**config.mk**
```make
export PLATFORM = sky130hd
export DESIGN_NAME = ps2_keyboard_controller
export DESIGN_NICKNAME = d
export VERILOG_FILES = /design/src/rtl/ps2_keyboard_controller.sv
export SDC_FILE = /design/constraint.sdc
export NUM_CORES = 1
export LEC_CHECK = 0
export CAP_MARGIN = 20
export CORE_ASPECT_RATIO = 0.75
export CORE_MARGIN = 3
export CORE_UTILIZATION = 45
export CTS_BUF_LIST = sky130_fd_sc_hd__clkbuf_4
export DETAILED_ROUTE_END_ITERATION = 12
export MAX_ROUTING_LAYER = met4
export REMOVE_ABC_BUFFERS = 1
export SETUP_SLACK_MARGIN = 0.5
export SLEW_MARGIN = 20
export SYNTH_ARGS = -nofsm -noshare
export SYNTH_HDL_FRONTEND = slang
export SYNTH_SLANG_ARGS = --single-unit
```
**constraint.sdc**
```tcl
create_clock -name clk25m -period 5 [get_ports clk25m]
set_input_delay 1 -clock clk25m [delete_from_list [all_inputs] [get_ports clk25m]]
set_output_delay 1 -clock clk25m [all_outputs]
set_load 0.05 [all_outputs]
```
**src/rtl/ps2_keyboard_controller.sv**
```systemverilog
// ps2_keyboard_controller
//   Receives PS/2 Set-2 scan-code frames, qualifies and deserialises them,
//   folds E0/F0/E1 prefixes into single key events and buffers the events
//   in a 4-entry FIFO with a valid/ready output handshake.
// Ports:
//   clk25m, rst            system clock, async active-high reset
//   clkps2, dataps2        raw PS/2 pins (asynchronous)
//   key_valid/key_ready    head-of-FIFO handshake
//   key_code/key_extended/key_released  head event fields
//   frame_error, overflow  one-cycle error pulses
//   busy                   frame receiver active
module ps2_keyboard_controller #(
  parameter int unsigned FILTER         = 8,
  parameter int unsigned TIMEOUT_CYCLES = 25000
) (
  input  logic       clk25m,
  input  logic       rst,
  input  logic       clkps2,
  input  logic       dataps2,
  output logic       key_valid,
  input  logic       key_ready,
  output logic [7:0] key_code,
  output logic       key_extended,
  output logic       key_released,
  output logic       frame_error,
  output logic       overflow,
  output logic       busy
);

  localparam int unsigned FW = $clog2(FILTER + 1);
  localparam int unsigned TW = $clog2(TIMEOUT_CYCLES + 1);

  // ---------------- input conditioning ----------------
  logic clk_m, clk_s, dat_m, dat_s;

  always_ff @(posedge clk25m or posedge rst) begin
    if (rst) begin
      clk_m <= 1'b1;
      clk_s <= 1'b1;
      dat_m <= 1'b1;
      dat_s <= 1'b1;
    end else begin
      clk_m <= clkps2;
      clk_s <= clk_m;
      dat_m <= dataps2;
      dat_s <= dat_m;
    end
  end

  logic          clk_f;
  logic [FW-1:0] flt_cnt;
  logic          flt_hit;
  logic          edge_e;

  // The filtered clock flips on the FILTER-th consecutive differing sample.
  assign flt_hit = (clk_s != clk_f) && (flt_cnt == FW'(FILTER - 1));
  assign edge_e  = flt_hit && !clk_s;

  always_ff @(posedge clk25m or posedge rst) begin
    if (rst) begin
      clk_f   <= 1'b1;
      flt_cnt <= '0;
    end else if (clk_s == clk_f) begin
      flt_cnt <= '0;
    end else if (flt_hit) begin
      clk_f   <= clk_s;
      flt_cnt <= '0;
    end else begin
      flt_cnt <= flt_cnt + 1'b1;
    end
  end

  // ---------------- frame receiver ----------------
  typedef enum logic [1:0] {F_IDLE, F_RX, F_CHECK} frame_state_t;

  frame_state_t  f_state, f_next;
  logic [3:0]    bit_cnt;
  logic [9:0]    sr;
  logic [TW-1:0] tmo_cnt;
  logic          tmo_hit;
  logic          err_set, byte_set, start, shift;
  logic          byte_stb;
  logic [7:0]    byte_val;

  assign tmo_hit = (tmo_cnt == TW'(TIMEOUT_CYCLES));

  always_ff @(posedge clk25m or posedge rst) begin
    if (rst) f_state <= F_IDLE;
    else     f_state <= f_next;
  end

  always_comb begin
    f_next   = f_state;
    err_set  = 1'b0;
    byte_set = 1'b0;
    start    = 1'b0;
    shift    = 1'b0;
    case (f_state)
      F_IDLE: begin
        if (edge_e) begin
          if (!dat_s) begin
            f_next = F_RX;
            start  = 1'b1;
          end else begin
            err_set = 1'b1;
          end
        end
      end
      F_RX: begin
        if (tmo_hit) begin
          f_next  = F_IDLE;
          err_set = 1'b1;
        end else if (edge_e) begin
          shift = 1'b1;
          if (bit_cnt == 4'd10) f_next = F_CHECK;
        end
      end
      F_CHECK: begin
        f_next = F_IDLE;
        // sr[9] = stop, sr[8] = parity, sr[7:0] = data
        if ((^sr[8:0]) && sr[9]) byte_set = 1'b1;
        else                     err_set  = 1'b1;
      end
      default: f_next = F_IDLE;
    endcase
  end

  always_ff @(posedge clk25m or posedge rst) begin
    if (rst) begin
      bit_cnt     <= '0;
      sr          <= '0;
      tmo_cnt     <= '0;
      frame_error <= 1'b0;
      byte_stb    <= 1'b0;
      byte_val    <= '0;
    end else begin
      if (start) bit_cnt <= 4'd1;
      if (shift) begin
        sr      <= {dat_s, sr[9:1]};
        bit_cnt <= bit_cnt + 4'd1;
      end
      if (edge_e || f_state != F_RX) tmo_cnt <= '0;
      else                           tmo_cnt <= tmo_cnt + 1'b1;
      frame_error <= err_set;
      byte_stb    <= byte_set;
      byte_val    <= sr[7:0];
    end
  end

  assign busy = (f_state != F_IDLE);

  // ---------------- prefix decoder ----------------
  typedef enum logic [2:0] {D_BASE, D_EXT, D_REL, D_EXTREL, D_PAUSE} dec_state_t;

  dec_state_t d_state, d_next;
  logic [2:0] skip_cnt;
  logic       skip_load, skip_dec;
  logic       push;
  logic [9:0] push_data;
  logic       ext_flag, rel_flag, ignored;

  assign ext_flag = (d_state == D_EXT) || (d_state == D_EXTREL);
  assign rel_flag = (d_state == D_REL) || (d_state == D_EXTREL);
  assign ignored  = byte_val inside {8'h00, 8'hFF, 8'hAA, 8'hFA, 8'hFE, 8'hEE};

  always_ff @(posedge clk25m or posedge rst) begin
    if (rst) begin
      d_state  <= D_BASE;
      skip_cnt <= '0;
    end else begin
      d_state <= d_next;
      if (skip_load)     skip_cnt <= 3'd7;
      else if (skip_dec) skip_cnt <= skip_cnt - 3'd1;
    end
  end

  always_comb begin
    d_next    = d_state;
    push      = 1'b0;
    push_data = {byte_val, ext_flag, rel_flag};
    skip_load = 1'b0;
    skip_dec  = 1'b0;
    if (byte_stb) begin
      if (d_state == D_PAUSE) begin
        skip_dec = 1'b1;
        if (skip_cnt == 3'd1) d_next = D_BASE;
      end else if (ignored) begin
        d_next = D_BASE;
      end else if (byte_val == 8'hE0 && !ext_flag) begin
        d_next = rel_flag ? D_EXTREL : D_EXT;
      end else if (byte_val == 8'hF0 && !rel_flag) begin
        d_next = ext_flag ? D_EXTREL : D_REL;
      end else if (byte_val == 8'hE1 && d_state == D_BASE) begin
        push      = 1'b1;
        push_data = {8'hE1, 2'b00};
        skip_load = 1'b1;
        d_next    = D_PAUSE;
      end else begin
        push   = 1'b1;
        d_next = D_BASE;
      end
    end
  end

  // ---------------- event FIFO ----------------
  logic [9:0] mem [4];
  logic [1:0] rd_ptr, wr_ptr;
  logic [2:0] count;
  logic       pop, push_ok;

  assign key_valid = (count != 3'd0);
  assign pop       = key_valid && key_ready;
  // When full, a simultaneous pop frees the slot being written.
  assign push_ok   = push && ((count != 3'd4) || pop);

  always_ff @(posedge clk25m or posedge rst) begin
    if (rst) begin
      for (int unsigned i = 0; i < 4; i++) mem[i] <= '0;
      rd_ptr   <= '0;
      wr_ptr   <= '0;
      count    <= '0;
      overflow <= 1'b0;
    end else begin
      if (push_ok) begin
        mem[wr_ptr] <= push_data;
        wr_ptr      <= wr_ptr + 2'd1;
      end
      if (pop) rd_ptr <= rd_ptr + 2'd1;
      case ({push_ok, pop})
        2'b10:   count <= count + 3'd1;
        2'b01:   count <= count - 3'd1;
        default: count <= count;
      endcase
      overflow <= push && !push_ok;
    end
  end

  assign {key_code, key_extended, key_released} = mem[rd_ptr];

endmodule
```
Figure 1. Metal 1 (run 1).
Scale: 4 px per µm. Supply wires on this layer in grey.
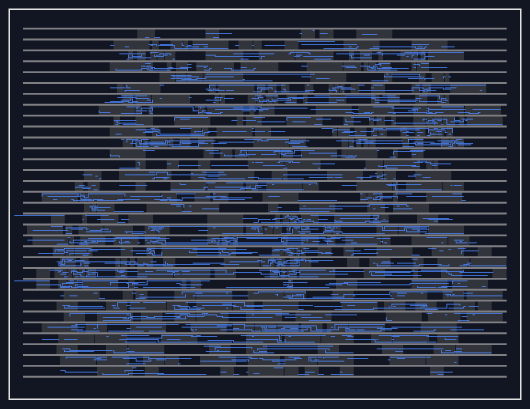
nets with wire on the layer: 393
main direction: horizontal
share of all routed wire: 54%
GR met1 Demand/Resource: 23.6%
Vias: 2894
Post-Route WL: 8900 µm

Figure 2. Met2 routing (run 1).
Scale: 4 px per µm.
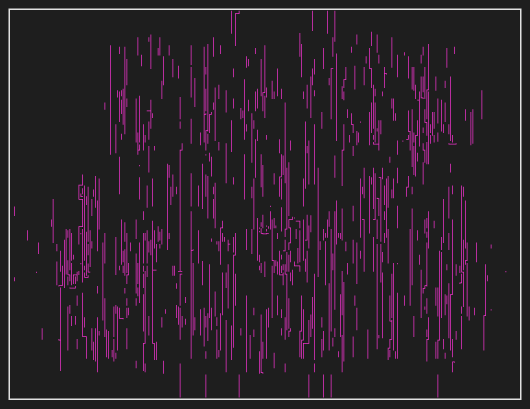
wire length on this layer: 3710 µm
nets with wire on the layer: 347
longest straight run: 36.7 µm
share of all routed wire: 42%

Figure 3. The metal 3 layer (run 1).
Scale: 4 px per µm.
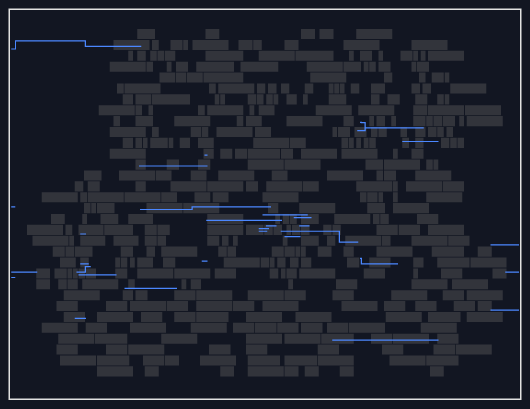
nets with wire on the layer: 21
longest straight run: 26.2 µm
share of all routed wire: 3.1%

Figure 4. Congestion heat map (run 1).
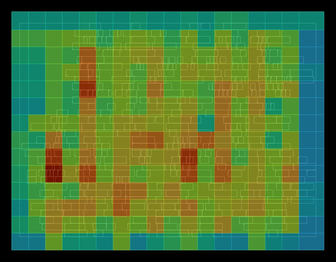
wire per inst: 16.5 µm
final core occ: 51.6%
GR Layer Usage met2: 20.7%

==> results.sh, run 1 <==
# flow metrics
export IMPL_powerComb_mw=0.188
export IMPL_largest_reg_flops=40
export IMPL_fillers=908
export IMPL_clkPwrFrac_pct=24.9
export IMPL_p_leak_nw=2.53
export IMPL_r2r_end="mem[35]$_DFFE_PP0P_"
export IMPL_async_flop_share_pct=100
export IMPL_power_frac_comb_pct=12.3
export IMPL_setup_violations=0
export IMPL_via_per_inst=5.38
export IMPL_ir_drop_v=0.000229
export IMPL_r2r_slack_ps=2360
export IMPL_dominant_cells="registers"
export IMPL_top_cell="dfrtp_1"
export IMPL_finalClockSkew_ps=19.5
export IMPL_layout_top_cell="dfrtp_1"
export IMPL_finalPower_mw=1.54
export IMPL_syn_area_per_cell_um2=13.3
export IMPL_clock_buffers=9
export IMPL_ys_top_logic_family="multiplexers"
export IMPL_top_regs="mem (40), tmo_cnt (15), sr (10)"
export IMPL_layout_drive_gt1_share_pct=23.1
export IMPL_lay_top_cells="dfrtp_1 (99), mux2_4 (40), nor2_1 (22), xnor2_1 (18), clkdlybuf4s50_1 (18)"
export IMPL_post_route_cell_area_mm2=0.00544
export IMPL_synthCells=374
export IMPL_n_all_inverters=17
export IMPL_yosys_area_top_type_share_pct=49.7
export IMPL_nonClockBufferCount=20
export IMPL_rsz0062_at_grt="no"
export IMPL_outcome="finished clean"
export IMPL_yosysCellCount=374
export IMPL_place_ws_ps=1840
export IMPL_worst_pin_slew_ps=841
export IMPL_critPathLaunchType="register"
export IMPL_drv_cap=0
export IMPL_topCellsByArea="dfrtp_1 (50%), mux2_4 (12%), mux4_2 (4.5%), xnor2_1 (3.2%), ha_1 (2.8%)"
export IMPL_fp_utilization_pct=47.3
export IMPL_crit_path_max_fanout=12
export IMPL_synthAoiAreaFrac_pct=4.75
export IMPL_xor_share_pct=4.49
export IMPL_dp_final_hpwl_um=6060
export IMPL_grt_use_total_pct=15.6
export IMPL_dieHeight_um=97.1
export IMPL_postCtsResizedCells=0
export IMPL_p_seq_share_pct=62.8
export IMPL_edf_count=0
export IMPL_clockBufferDepth=2
export IMPL_logic_area_mm2=0.00226
export IMPL_ff2ff_path_depth=5
export IMPL_syn_area_mm2=0.00498
export IMPL_wl_met3_um=276
==> inputs of run 2 (changes only) <==
Clock period 5 ns to 3.7 ns, I/O delays scaled along.
Figure 5. The metal 3 layer (run 2).
Scale: 4 px per µm.
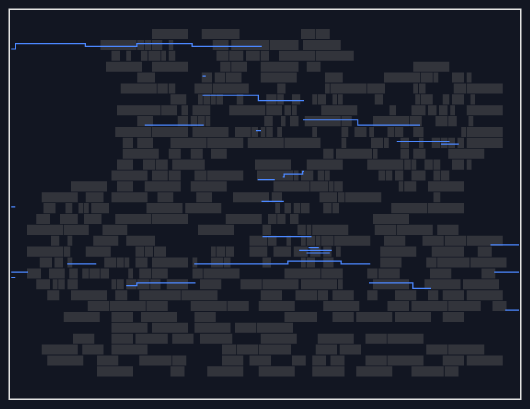
wire length on this layer: 305 µm
share of all routed wire: 3.5%
main direction: horizontal

Figure 6. Metal 1 (run 2).
Scale: 4 px per µm. Supply wires on this layer in grey.
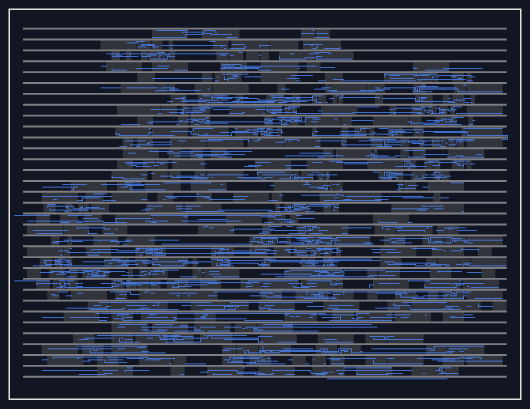
main direction: horizontal
wire length on this layer: 4810 µm
longest straight run: 59.6 µm
share of all routed wire: 55%
nets with wire on the layer: 385
Vias: 2858
Post-Route WL: 8800 µm
GR met1 Demand/Resource: 24.8%

==> results.sh, run 2 <==
# flow metrics
export IMPL_outcome="finished clean"
export IMPL_via_per_inst=5.31
export IMPL_ir_drop_v=0.000299
export IMPL_comb_area_share_pct=41.5
export IMPL_dp_final_hpwl_um=6000
export IMPL_r2r_slack_ps=1160
export IMPL_crit_path_max_fanout=11
export IMPL_crit_start="rd_ptr[0]$_DFFE_PP0P_"
export IMPL_largest_reg_flops=40
export IMPL_crit_path_end="key_code[4]"
export IMPL_hold_buffers=0
export IMPL_grt_pass1_wl_um=15300
export IMPL_r2r_end="mem[39]$_DFFE_PP0P_"
export IMPL_critPathBufInv=1
export IMPL_drv_cap=0
export IMPL_clockBufferDepth=2
export IMPL_top_cell="dfrtp_1"
export IMPL_layout_drive_gt1_share_pct=23.4
export IMPL_nonClockBufferCount=20
export IMPL_die_area_mm2=0.0124
export IMPL_routedWlPerCell_um=16.4
export IMPL_synthAoiAreaFrac_pct=4.75
export IMPL_fp_utilization_pct=47.3
export IMPL_topCellsByArea="dfrtp_1 (50%), mux2_4 (12%), mux4_2 (4.5%), xnor2_1 (3.2%), ha_1 (2.8%)"
export IMPL_async_flop_share_pct=100
export IMPL_openroad_warnings=31
export IMPL_slew_headroom_pct=47.0
export IMPL_power_frac_comb_pct=12.0
export IMPL_syn_area_mm2=0.00498
export IMPL_use_met3_pct=5.00
export IMPL_lay_top_cells="dfrtp_1 (98), mux2_4 (40), nor2_1 (22), xnor2_1 (18), clkdlybuf4s50_1 (18)"
export IMPL_grt_max_degree=56
export IMPL_n_all_inverters=17
export IMPL_place_ws_ps=851
export IMPL_final_util_pct=51.8
export IMPL_antenna_cells=0
export IMPL_clock_buffers=10
export IMPL_postCtsResizedCells=1
export IMPL_taps=136
export IMPL_fillers=923
export IMPL_p_seq_share_pct=60.6
export IMPL_finalPower_mw=2.15
export IMPL_drc_errors=0
export IMPL_synth_flops=104
export IMPL_globalRouteMet2Util_pct=19.9
export IMPL_ff2ff_path_depth=5
export IMPL_clk_share_pct=2.46
export IMPL_period_used_pct=82.5
export IMPL_powerComb_mw=0.259
export IMPL_setup_violations=0
export IMPL_wl_met3_um=305
export IMPL_clkPwrFrac_pct=27.3
export IMPL_critPathLaunchType="register"
export IMPL_yosysCellCount=374
export IMPL_worst_pin_slew_ps=793
export IMPL_dominant_cells="registers"
export IMPL_edf_count=0
export IMPL_timing_rr_start="byte_val[4]$_DFF_PP0_"
export IMPL_top_regs="mem (40), tmo_cnt (15), sr (10)"
export IMPL_xor_share_pct=4.49
export IMPL_min_path_cells=0
export IMPL_htreeDepth=3
export IMPL_grt_overflow=0
export IMPL_synthCells=374
export IMPL_grt_use_total_pct=15.9
export IMPL_dp_cells=522
export IMPL_top_layer_used="met4"
export IMPL_numCtsBuffers=9
export IMPL_p_leak_nw=2.54
export IMPL_post_route_cell_area_mm2=0.00545
export IMPL_layout_top_cell="dfrtp_1"
export IMPL_finalClockSkew_ps=19.3
export IMPL_ys_seq_share_pct=52.3
export IMPL_ys_top_logic_family="multiplexers"
export IMPL_die_width_um=128
export IMPL_syn_area_per_cell_um2=13.3
export IMPL_yosys_area_top_type_share_pct=49.7
export IMPL_clk_pin_slew_ps=160
export IMPL_hp_class="reg2reg"
export IMPL_logic_area_mm2=0.00226
export IMPL_rsz0062_at_grt="no"
export IMPL_dieHeight_um=97.1
export IMPL_powerDensity_mw_per_mm2=394
